===== src/rtl/uart_baud_generator_if.sv =====
// ---------------------------------------------------------------------------
// uart_baud_generator_if
// Bundles the divider configuration coming from the UART register block and
// the timing ticks going to the TX/RX shift engines.
//
// Signals:
//   en           run enable (low clears the divider counters)
//   cfg_valid    single-cycle strobe loading cfg_int/cfg_frac and restarting
//   cfg_int      integer divisor minus one (N)
//   cfg_frac     fractional numerator F, over 2^FRAC_WIDTH
//   sample_tick  oversampling tick, one-cycle pulse
//   bit_tick     one-cycle pulse at each bit boundary
//   sck          50 % duty baud clock
//   rising_edge  first cycle sck is 1
//   falling_edge first cycle sck is 0 after being 1
//
// Modports:
//   master  register block / consumer side (drives config, reads ticks)
//   slave   the baud generator itself
// ---------------------------------------------------------------------------
interface uart_baud_generator_if #(
    parameter int unsigned DIV_WIDTH  = 16,
    parameter int unsigned FRAC_WIDTH = 4
);
    logic                  en;
    logic                  cfg_valid;
    logic [DIV_WIDTH-1:0]  cfg_int;
    logic [FRAC_WIDTH-1:0] cfg_frac;
    logic                  sample_tick;
    logic                  bit_tick;
    logic                  sck;
    logic                  rising_edge;
    logic                  falling_edge;

    modport master (
        output en, cfg_valid, cfg_int, cfg_frac,
        input  sample_tick, bit_tick, sck, rising_edge, falling_edge
    );

    modport slave (
        input  en, cfg_valid, cfg_int, cfg_frac,
        output sample_tick, bit_tick, sck, rising_edge, falling_edge
    );
endinterface


===== src/rtl/uart_baud_generator.sv =====
// ---------------------------------------------------------------------------
// uart_baud_generator
// Fractional baud-rate divider. A counter runs to N (+1 when the fractional
// accumulator carried in the previous period) and emits a one-cycle
// sample_tick; every OVERSAMPLE sample ticks form one bit, giving bit_tick,
// a 50 % duty baud clock sck, and registered sck edge pulses.
// Average sample period = N + 1 + F/2^FRAC_WIDTH clock cycles.
//
// Ports:
//   clk  system clock
//   rst  asynchronous reset, active high
//   bus  uart_baud_generator_if.slave: en, cfg_valid, cfg_int, cfg_frac in;
//        sample_tick, bit_tick, sck, rising_edge, falling_edge out
// ---------------------------------------------------------------------------
module uart_baud_generator #(
    parameter int unsigned DIV_WIDTH  = 16,
    parameter int unsigned FRAC_WIDTH = 4,
    parameter int unsigned OVERSAMPLE = 16
) (
    input  logic                  clk,
    input  logic                  rst,
    uart_baud_generator_if.slave  bus
);

    localparam int unsigned PH_W  = $clog2(OVERSAMPLE);
    localparam int unsigned CNT_W = DIV_WIDTH + 1;

    if (DIV_WIDTH < 2 || FRAC_WIDTH < 1 || OVERSAMPLE < 2 ||
        (OVERSAMPLE & (OVERSAMPLE - 1)) != 0) begin : g_param_check
        $error("uart_baud_generator: illegal parameter set");
    end

    logic [DIV_WIDTH-1:0]  r_div_q,       w_div_nxt;
    logic [FRAC_WIDTH-1:0] r_frac_q,      w_frac_nxt;
    logic [CNT_W-1:0]      r_counter,     w_counter_nxt;
    logic [FRAC_WIDTH-1:0] r_acc,         w_acc_nxt;
    logic                  r_carry_q,     w_carry_nxt;
    logic [PH_W-1:0]       r_phase,       w_phase_nxt;
    logic                  r_sample_tick, w_sample_tick_nxt;
    logic                  r_bit_tick,    w_bit_tick_nxt;
    logic                  r_sck,         w_sck_nxt;
    logic                  r_rising,      w_rising_nxt;
    logic                  r_falling,     w_falling_nxt;

    logic [CNT_W-1:0]      w_target;
    logic [FRAC_WIDTH:0]   w_frac_sum;

    // One extra bit so N = max plus a carry does not wrap the target.
    assign w_target   = {1'b0, r_div_q} + CNT_W'(r_carry_q);
    assign w_frac_sum = {1'b0, r_acc} + {1'b0, r_frac_q};

    always_comb begin
        w_div_nxt         = r_div_q;
        w_frac_nxt        = r_frac_q;
        w_counter_nxt     = r_counter;
        w_acc_nxt         = r_acc;
        w_carry_nxt       = r_carry_q;
        w_phase_nxt       = r_phase;
        w_sck_nxt         = r_sck;
        w_sample_tick_nxt = 1'b0;
        w_bit_tick_nxt    = 1'b0;
        w_rising_nxt      = 1'b0;
        w_falling_nxt     = 1'b0;

        if (bus.cfg_valid) begin
            w_div_nxt     = bus.cfg_int;
            w_frac_nxt    = bus.cfg_frac;
            w_counter_nxt = '0;
            w_acc_nxt     = '0;
            w_carry_nxt   = 1'b0;
            w_phase_nxt   = '0;
            w_sck_nxt     = 1'b0;
        end else if (!bus.en) begin
            w_counter_nxt = '0;
            w_acc_nxt     = '0;
            w_carry_nxt   = 1'b0;
            w_phase_nxt   = '0;
            w_sck_nxt     = 1'b0;
        end else if (r_counter != w_target) begin
            w_counter_nxt = r_counter + 1'b1;
        end else begin
            w_counter_nxt     = '0;
            w_sample_tick_nxt = 1'b1;
            // Carry stretches the next period by one cycle.
            w_acc_nxt         = w_frac_sum[FRAC_WIDTH-1:0];
            w_carry_nxt       = w_frac_sum[FRAC_WIDTH];
            w_phase_nxt       = r_phase + 1'b1;
            // Upper half of the phase range is the high half of sck.
            w_sck_nxt         = w_phase_nxt[PH_W-1];
            w_rising_nxt      = w_sck_nxt & ~r_sck;
            w_falling_nxt     = ~w_sck_nxt & r_sck;
            w_bit_tick_nxt    = (w_phase_nxt == '0);
        end
    end

    always_ff @(posedge clk or posedge rst) begin
        if (rst) begin
            r_div_q       <= '0;
            r_frac_q      <= '0;
            r_counter     <= '0;
            r_acc         <= '0;
            r_carry_q     <= 1'b0;
            r_phase       <= '0;
            r_sample_tick <= 1'b0;
            r_bit_tick    <= 1'b0;
            r_sck         <= 1'b0;
            r_rising      <= 1'b0;
            r_falling     <= 1'b0;
        end else begin
            r_div_q       <= w_div_nxt;
            r_frac_q      <= w_frac_nxt;
            r_counter     <= w_counter_nxt;
            r_acc         <= w_acc_nxt;
            r_carry_q     <= w_carry_nxt;
            r_phase       <= w_phase_nxt;
            r_sample_tick <= w_sample_tick_nxt;
            r_bit_tick    <= w_bit_tick_nxt;
            r_sck         <= w_sck_nxt;
            r_rising      <= w_rising_nxt;
            r_falling     <= w_falling_nxt;
        end
    end

    assign bus.sample_tick  = r_sample_tick;
    assign bus.bit_tick     = r_bit_tick;
    assign bus.sck          = r_sck;
    assign bus.rising_edge  = r_rising;
    assign bus.falling_edge = r_falling;

endmodule


===== src/flat_wrapper.sv =====
// flat-port wrapper written by rule: the top's interface ports become plain ports
module uart_baud_generator_flat 
#(
    parameter int unsigned DIV_WIDTH  = 16,
    parameter int unsigned FRAC_WIDTH = 4,
    parameter int unsigned OVERSAMPLE = 16
)
  (clk, rst, bus_en, bus_cfg_valid, bus_cfg_int, bus_cfg_frac, bus_sample_tick, bus_bit_tick, bus_sck, bus_rising_edge, bus_falling_edge);
  uart_baud_generator_if #(.DIV_WIDTH(DIV_WIDTH), .FRAC_WIDTH(FRAC_WIDTH)) bus_i ();
  input  logic clk;
  input  logic rst;
  input wire logic [$bits(bus_i.en)-1:0] bus_en;
  input wire logic [$bits(bus_i.cfg_valid)-1:0] bus_cfg_valid;
  input wire logic [$bits(bus_i.cfg_int)-1:0] bus_cfg_int;
  input wire logic [$bits(bus_i.cfg_frac)-1:0] bus_cfg_frac;
  output wire logic [$bits(bus_i.sample_tick)-1:0] bus_sample_tick;
  output wire logic [$bits(bus_i.bit_tick)-1:0] bus_bit_tick;
  output wire logic [$bits(bus_i.sck)-1:0] bus_sck;
  output wire logic [$bits(bus_i.rising_edge)-1:0] bus_rising_edge;
  output wire logic [$bits(bus_i.falling_edge)-1:0] bus_falling_edge;
  assign bus_i.en = bus_en;
  assign bus_i.cfg_valid = bus_cfg_valid;
  assign bus_i.cfg_int = bus_cfg_int;
  assign bus_i.cfg_frac = bus_cfg_frac;
  assign bus_sample_tick = bus_i.sample_tick;
  assign bus_bit_tick = bus_i.bit_tick;
  assign bus_sck = bus_i.sck;
  assign bus_rising_edge = bus_i.rising_edge;
  assign bus_falling_edge = bus_i.falling_edge;
  uart_baud_generator #(.DIV_WIDTH(DIV_WIDTH), .FRAC_WIDTH(FRAC_WIDTH), .OVERSAMPLE(OVERSAMPLE)) u_core (.clk(clk), .rst(rst), .bus(bus_i));
endmodule

===== config.mk =====
export PLATFORM = sky130hd
export DESIGN_NAME = uart_baud_generator_flat
export DESIGN_NICKNAME = d
export VERILOG_FILES = /design/src/rtl/uart_baud_generator_if.sv /design/src/rtl/uart_baud_generator.sv /design/src/flat_wrapper.sv
export SDC_FILE = /design/constraint.sdc
export NUM_CORES = 1
export LEC_CHECK = 0
export CORE_UTILIZATION = 50
export CTS_BUF_LIST = sky130_fd_sc_hd__clkbuf_16
export DETAILED_ROUTE_END_ITERATION = 12
export GPL_TIMING_DRIVEN = 1
export PLACE_DENSITY = 0.71
export SYNTH_ARGS = -nofsm -noshare
export SYNTH_HDL_FRONTEND = slang
export SYNTH_SLANG_ARGS = --single-unit

===== constraint.sdc =====
create_clock -name clk -period 3 [get_ports clk]
set_clock_uncertainty 0.05 [all_clocks]
set_input_delay 0.45 -clock clk [delete_from_list [all_inputs] [get_ports clk]]
set_output_delay 0.45 -clock clk [all_outputs]
set_load 0.005 [all_outputs]

==> run_1/clock_wires.png <==
(4 px per um)
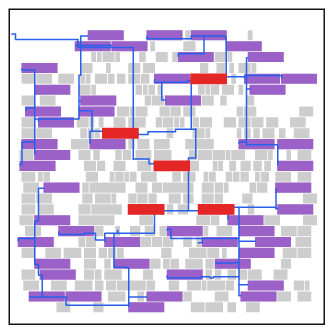
Key: clock-net drivers = red [count 5]; clock wires = blue [length 603 um]; flip-flops = purple [count 50]
Position of the flops: widely spread. There are 6 routed clock nets.

==> run_1/ff_map.png <==
(4 px per um)
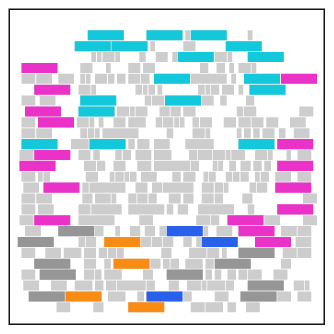
Key: u_core.r_div_q = magenta [sequential cells 16]; u_core.r_counter = cyan [sequential cells 17]; u_core.r_phase = blue [sequential cells 3]; u_core.r_acc = orange [sequential cells 4]

==> run_1/class_map.png <==
(4 px per um)
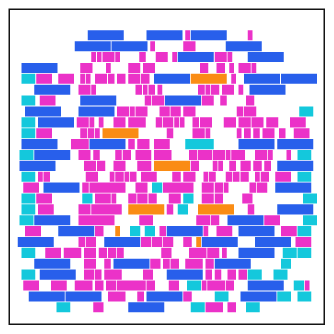
Key: remaining logic cells = magenta [cells 219]; sequential cells = blue [cells 50]; clock drivers and dummy loads = orange [cells 7]; remaining buffers and delay cells = cyan [cells 37]

==> impl_metrics.tcl, run 1 <==
# collected from the flow reports
set metrics [dict create \
    rr_endpoint "u_core.r_phase[0]" \
    sequential_cell_total 50 \
    wirelength_um 5870 \
    grt_overflow 0 \
    buffers_excl_clock 37 \
    seq_share_pct 36.2 \
    final_nets 349 \
    place.gp.congestion 0.823 \
    numSynthFlops 50 \
    seq_area_um2 1250 \
    setup_viol 0 \
    fin_crit_ns 2.89 \
    max_freq_mhz 346 \
    hold_end "u_core.r_counter[0]" \
    vias 2161 \
    final_cell_count_no_fill 385 \
    cts_setup_buffers 0 \
    mostFrequentLayoutCells "dfrtp_1, clkdlybuf4s50_1, nor2_1, xnor2_1, mux2_2" \
    largest_class "combinational gates" \
    htreeDepth 2 \
    buffer_area_share_pct 10.4 \
    cts_resized 0 \
    adder_share_pct 5.40 \
    syn2layout_area_growth_pct 18.4 \
    stdcell_area_um2 3460 \
    fillers 506 \
    netlist_top_cells_count "dfrtp_1, nor2_1, xnor2_1" \
    synth_top_cell_by_count "dfrtp_1" \
    crit_path_end "u_core.r_phase[0]" \
    rsz0062_at_grt "no" \
    clock_latency_ns 0.29 \
    initial_core_util_pct 52.4 \
    path_buffers 0 \
    port_buffers 28 \
    ys_seq_share_pct 42.9 \
    r2r_slack_ns 0.11 \
    tightest_slew_ns 0.639 \
    drtAntennaViolNets 0 \
    worstSetupStartpointType "register" \
    logic_gate_count 214 \
    async_flop_share_pct 100 \
    synth.comb.largest_family "simple AND/OR/NAND/NOR gates" \
    synth_area_um2 2920 \
    synth-edff-count 0 \
    placeableCoreArea_um2 5570 \
    rows 27 \
    first_iter_violations 177 \
    lay_top_count "dfrtp_1" \
    antenna_found_initial 0 \
    slowest_delay_ns 0.54 \
    grt_usage_pct 22.1 \
    peakVddDrop_v 0.000223 \
    reg.largest.list "u_core.r_counter: 17 flops, u_core.r_div_q: 16 flops" \
    placed_cell_area_um2 3320 \
    final-hold-violation-count 0 \
    drive_above_1_share_pct 14.4 \
    path_max_fanout 8 \
    crit_type "register to register" \
    largest_reg_flops 17 \
    dieArea_um2 6150 \
    firstDrtPassIters 4 \
    sh_comb_area_pct 46.4 \
    hpwl_um 4330 \
    ff_type "dfrtp_1" \
    yosys_warnings 0 \
    xor_area_share_pct 11.4 \
    final.setup.tns_ns 0 \
    required_ns 3.16 \
    yosys_area_um2 2920 \
    dp_cells 378 \
    synth_area_per_cell_um2 10.4 \
    grt_pass1_vias 2208 \
    grt_max_degree 51 \
    holdWs_ns 0.453 \
    cp.depth 9 \
    period_used_pct 96.3 \
    status "finished, final reports clean" \
    cts.sinks 50 \
    p_total_mw 1.45 \
    yosysTopAreaCell "dfrtp_1" \
    cp-startpoint "u_core.r_carry_q" \
    grt_pass1_wl_um 10600 \
    cpLargestDelayFamily "simple AND/OR/NAND/NOR gates" \
    hold_path.class "register to register" \
    n_tap_cell 72 \
    holdBufCountCts 0 \
    hold_depth 1 \
    r2r_cells 9 \
    antennaDiodeCount 0 \
]
run 1: where the power goes:
| part | leakage, nW | total [mW] | switching, mW | internal (mW) |
|---|---|---|---|---|
| clock network | 0.0723 | 0.523 | 0.224 | 0.298 |
| logic | 0.687 | 0.181 | 0.0876 | 0.0938 |
| registers | 0.653 | 0.744 | 0.0413 | 0.702 |
run 1: metal layers:
layer | track usage, % | part of all wire (%)
met5 | 0 | 0
met4 | 5.56 | 1.2
met3 | 4.19 | 3.3
met2 | 34.3 | 45
met1 | 31.7 | 50
==> run 1 -> run 2 <==
- RECOVER_POWER: not set -> 50
==> run_2/class_map.png <==
(4 px per um)
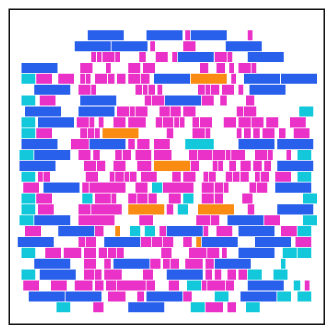
Key: sequential cells = blue [cells 50]; remaining logic cells = magenta [cells 219]; remaining buffers and delay cells = cyan [cells 37]; clock drivers and dummy loads = orange [cells 7]

==> run_2/ff_map.png <==
(4 px per um)
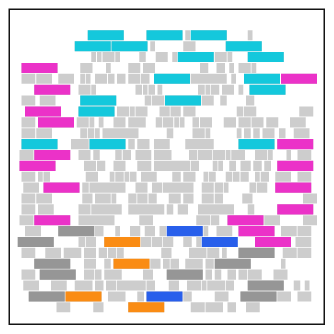
Key: u_core.r_div_q = magenta [sequential cells 16]; u_core.r_counter = cyan [sequential cells 17]; u_core.r_acc = orange [sequential cells 4]; u_core.r_phase = blue [sequential cells 3]

==> run 2 against run 1 <==
  * First-iteration DRC count shrank 4.5%
  * Via count grew 0.56%
  * Highest routed layer unchanged
  * Power shrank 0.12%
  * Combinational power is essentially flat
  * Critical path depth is the same
  * Routed wire length shrank 0.41%
  * Worst setup slack gained 0.0032 ns
  * Sequential share of layout area grew 0.066 points
==> impl_metrics.tcl, run 2 <==
# collected from the flow reports
set metrics [dict create \
    yosys_area_um2 2920 \
    grt_usage_pct 22.1 \
    r2r_cells 9 \
    first_iter_violations 169 \
    lay_top_count "dfrtp_1" \
    slowest_delay_ns 0.54 \
    top_layer_used "met4" \
    numSynthFlops 50 \
    die_w_um 78.4 \
    ys_types 47 \
    grt_max_degree 51 \
    status "finished, final reports clean" \
    fillers 509 \
    clock_latency_ns 0.29 \
    logic_area_um2 1600 \
    grtUsageMet3_pct 4.19 \
    cts_setup_buffers 0 \
    dp_cells 378 \
    cp-startpoint "u_core.r_carry_q" \
    internal_power_mw 1.09 \
    min_from "u_core.r_counter[0]" \
    path_max_fanout 8 \
    final_nets 349 \
    vias 2173 \
    initial_core_util_pct 52.4 \
    synth_area_per_cell_um2 10.4 \
    drtAntennaViolNets 0 \
    mostFrequentLayoutCells "dfrtp_1, clkdlybuf4s50_1, nor2_1, xnor2_1, mux2_2" \
    yosys_warnings 0 \
    max_freq_mhz 346 \
    cpLargestDelayFamily "simple AND/OR/NAND/NOR gates" \
    hold_depth 1 \
    port_buffers 28 \
    final.setup.tns_ns 0 \
    comb-power_mw 0.180 \
    clkPwrFrac_pct 36.2 \
    comb_power_share_pct 12.4 \
    hpwl_um 4330 \
    place.gp.congestion 0.823 \
    powerSeq_mw 0.743 \
    synthMuxAreaShare_pct 7.63 \
    final_cell_count_no_fill 385 \
    antennaDiodeCount 0 \
    adder_share_pct 5.40 \
    firstDrtPassIters 4 \
    dieArea_um2 6150 \
    grt_use_met2_pct 34.3 \
    period_used_pct 96.2 \
    yosys_cells 282 \
    hold_end "u_core.r_counter[0]" \
    peakVddDrop_v 0.000223 \
    required_ns 3.16 \
    rows 27 \
    met1_length_um 2920 \
    setup_viol 0 \
    reg.largest.list "u_core.r_counter: 17 flops, u_core.r_div_q: 16 flops" \
    xor_area_share_pct 11.4 \
    busiest_layer "met2" \
    placeableCoreArea_um2 5570 \
    holdBufCountCts 0 \
    htreeDepth 2 \
    synth_area_um2 2920 \
    netlist_top_cells_count "dfrtp_1, nor2_1, xnor2_1" \
    ys_seq_share_pct 42.9 \
    cp.depth 9 \
    cts.sinks 50 \
    grt_overflow 0 \
    grt_pass1_wl_um 10600 \
    io_pins 29 \
    tightest_slew_ns 1.23 \
    seq_area_um2 1250 \
    crit_type "register to register" \
    use_met1_pct 31.7 \
    sw_frac_of_total_pct 24.4 \
    grt_pass1_vias 2208 \
    clk-power_mw 0.523 \
    syn2layout_area_growth_pct 18.2 \
    wl_met3_um 223 \
    fin_crit_ns 2.89 \
    async_flop_share_pct 100 \
    drive_above_1_share_pct 13.7 \
    final-hold-violation-count 0 \
    ff_type "dfrtp_1" \
    cts_resized 0 \
    crit_path_end "u_core.r_phase[0]" \
    wirelength_um 5840 \
    switchingPower_mw 0.353 \
    synth-edff-count 0 \
    synth_top_cell_by_count "dfrtp_1" \
    dr_wl_met2_um 2640 \
    r2r_slack_ns 0.11 \
    largest_reg_flops 17 \
    top_power_group "registers" \
    utilization_pct 61.9 \
    synth_nets 318 \
    seqPwrFrac_pct 51.4 \
    synth.comb.largest_family "simple AND/OR/NAND/NOR gates" \
    worstSetupStartpointType "register" \
    path_buffers 0 \
    yosysTopAreaCell "dfrtp_1" \
    antenna_found_initial 0 \
    hold_path.class "register to register" \
    rsz0062_at_grt "no" \
    rr_endpoint "u_core.r_phase[0]" \
]
==> run_2/port_trees.png <==
(6 px per um)
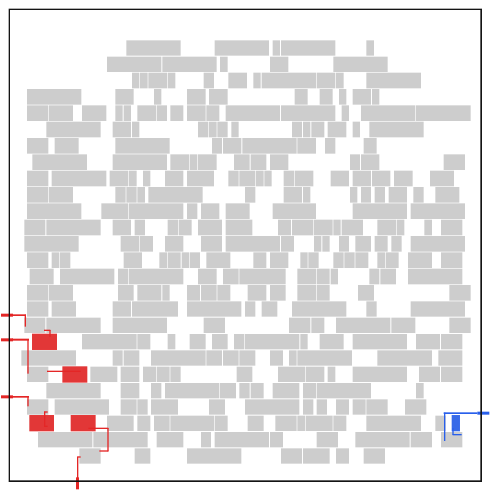
Key: rst = blue [bits 1, direction input, edge right, end cells 1, buffers 1, wire 12.3 um]; bus_cfg_frac = red [bits 4, direction input, edge 3 left, 1 bottom, end cells 4, buffers 4, wire 39.3 um]

[run 2: kinds of logic after synthesis]
kind of cell    Yosys count
buf+inv                  18
fa+ha+maj                12
compound gates           42
flops                    50
simple gates            102
xor+xnor                 38
mux                      20
[run 2: per-stage QoR]
step	power [mW]	hold slack, ns	instance area [um^2]
final	1.45	0.453	3450
after global placement	0.931	0.437	3320
after floorplan	0.866	0.418	2950
after detailed placement	0.936	0.445	3320
after CTS	1.46	0.454	3450
after global routing	1.51	0.474	3450
[run 2: layout make-up]
type | count | area share (%)
clock buffers | 5 | 3.63
clock inverters | 2 | 0.218
inverters | 5 | 0.544
multi-input cells | 214 | 46.5
flip-flops and latches | 50 | 36.3
well taps | 72 | 2.61
repair buffers | 37 | 10.3
==> run 2 -> run 3 <==
- CORE_UTILIZATION: 50 -> 47
- PLACE_DENSITY: 0.71 -> 0.67
- clock period: 3 -> 2.5 ns (I/O delays scaled with it)
==> run_3/ff_map.png <==
(3 px per um)
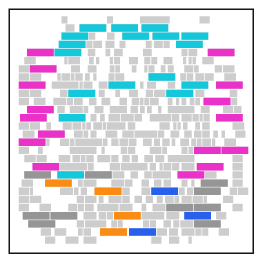
Key: u_core.r_phase = blue [sequential cells 3]; u_core.r_div_q = magenta [sequential cells 16]; u_core.r_acc = orange [sequential cells 4, where bottom middle]; u_core.r_counter = cyan [sequential cells 17]

==> run_3/clock_wires.png <==
(3 px per um)
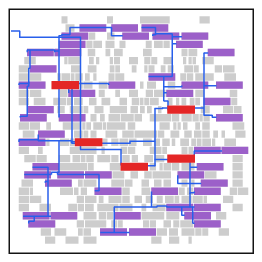
Key: clock-net drivers = red [count 5]; flip-flops = purple [count 50]; clock wires = blue [length 597 um]
There are 6 routed clock nets. Position of the flops: widely spread.

==> run_3/class_map.png <==
(3 px per um)
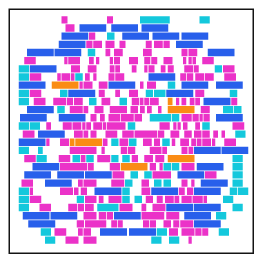
Key: sequential cells = blue [cells 50]; remaining buffers and delay cells = cyan [cells 67]; clock drivers and dummy loads = orange [cells 7]; remaining logic cells = magenta [cells 219]

==> run 3 against run 2 <==
  * The flow now finishes with violations (setup timing)
  * Register-to-register slack got worse by 0.41 ns
  * Non-clock buffer count rose by 30
  * Global-route usage down 0.11 points
  * Cell count increased by 8.6%
  * Sequential cell count did not move
  * Power up 24%
  * Worst hold slack gained 0.0068 ns
  * Clock-buffer cell count unchanged
==> impl_metrics.tcl, run 3 <==
# collected from the flow reports
set metrics [dict create \
    seq_area_um2 1250 \
    crit_chain "ha_4 > buf_4 > and4_4 > nand2_2 > xnor2_1 > or4_4 > or4_4 > o31ai_4 > buf_6 > buf_12 > nor2_1" \
    path_max_fanout 8 \
    min_from "u_core.r_counter[0]" \
    lay_top_count "dfrtp_1" \
    cts_resized 11 \
    p_total_mw 1.80 \
    yosys_warnings 0 \
    grt_use_met2_pct 35.8 \
    io_pins 29 \
    seqPwrFrac_pct 49.1 \
    stdcell_area_um2 3830 \
    grt_overflow 0 \
    final_cell_count_no_fill 418 \
    reg.largest.list "u_core.r_counter: 17 flops, u_core.r_div_q: 16 flops" \
    top_layer_used "met4" \
    mostFrequentLayoutCells "dfrtp_1, buf_4, clkdlybuf4s50_1, xnor2_1, mux2_2" \
    dr_wl_met2_um 3010 \
    cp-startpoint "u_core.r_div_q[0]" \
    cts.sinks 50 \
    netlist_top_cells_count "dfrtp_1, nor2_1, xnor2_1" \
    clk-power_mw 0.635 \
    tightest_slew_ns 0.894 \
    synth_area_um2 2920 \
    dieArea_um2 6530 \
    synth_area_per_cell_um2 10.4 \
    fin_crit_ns 2.80 \
    antennaDiodeCount 0 \
    violations "setup timing" \
    ff_type "dfrtp_1" \
    max_freq_mhz 357 \
    holdBufCountCts 0 \
    cpLargestDelayFamily "simple AND/OR/NAND/NOR gates" \
    drc 0 \
    ys_seq_share_pct 42.9 \
    powerSeq_mw 0.882 \
    dp_cells 408 \
    yosys_area_um2 2920 \
    hold_depth 1 \
    setup_viol 30 \
    placeableCoreArea_um2 5960 \
    initial_core_util_pct 49.0 \
    final_nets 379 \
    period_used_pct 112 \
    utilization_pct 64.3 \
    worstSetupStartpointType "register" \
    postLayoutSetupSlackWorst_ns -0.299 \
    port_buffers 28 \
    r2r_cells 11 \
    ys_types 47 \
    grt_usage_pct 22.0 \
    hold_end "u_core.r_counter[0]" \
    clock_latency_ns 0.28 \
    vias 2293 \
    switchingPower_mw 0.446 \
    grtUsageMet3_pct 3.82 \
    rsz0062_at_grt "yes" \
    busiest_layer "met2" \
    synth-edff-count 0 \
    yosys_cells 282 \
    antenna_found_initial 0 \
    logic_area_um2 1710 \
    wirelength_um 6380 \
    place.gp.congestion 0.791 \
    grt_pass1_wl_um 10900 \
    largest_reg_flops 17 \
    internal_power_mw 1.35 \
    htreeDepth 2 \
    holdWs_ns 0.460 \
    synth_nets 318 \
    hpwl_um 4720 \
    path_buffers 3 \
    numSynthFlops 50 \
    final-hold-violation-count 0 \
    met1_length_um 3000 \
    use_met1_pct 29.3 \
    slowest_delay_ns 0.52 \
    synth_top_cell_by_count "dfrtp_1" \
    grt_max_degree 28 \
    placed_cell_area_um2 3550 \
    peakVddDrop_v 0.000432 \
    rr_endpoint "u_core.r_counter[3]" \
    first_iter_violations 113 \
    comb_power_share_pct 15.5 \
    drive_above_1_share_pct 29.2 \
    clkPwrFrac_pct 35.4 \
    sw_frac_of_total_pct 24.8 \
    status "finished with violations" \
    syn2layout_area_growth_pct 31.3 \
    die_w_um 80.8 \
    async_flop_share_pct 100 \
    final.setup.tns_ns -7.15 \
    cp.depth 11 \
    fillers 507 \
    yosysTopAreaCell "dfrtp_1" \
    firstDrtPassIters 4 \
    r2r_slack_ns -0.30 \
    crit_path_end "u_core.r_counter[3]" \
    top_power_group "registers" \
    required_ns 2.63 \
    wl_met3_um 238 \
    hold_path.class "register to register" \
]
[run 3: cell count changes in the layout (fill, tap and decap cells not counted), moves of 2 or more]
cell / change
buf_4: +28
nor2_1: -12
nor2_2: +11
o31ai_1: -4
o31ai_2: +3
clkinv_2: +2
nand3_4: +2
[run 3: layout make-up]
cell class	instances	share of cell area [%]
multi-input combinational	214	44.7
clock buffer	5	3.26
tap	75	2.45
sequential	50	32.6
timing repair buffer	67	16.2
inverter	5	0.490
clock inverter	2	0.261
[run 3: cells by family after synthesis]
family | after synthesis | synth area share [%]
AND-OR/OR-AND | 42 | 10.1
multiplexers | 20 | 7.63
AND/OR/NAND/NOR | 102 | 19.2
XOR/XNOR | 38 | 11.4
adder cells (fa/ha/maj) | 12 | 5.40
flip-flops | 50 | 42.9
buffers and inverters | 18 | 3.34
Power and IR drop assume default switching activity.
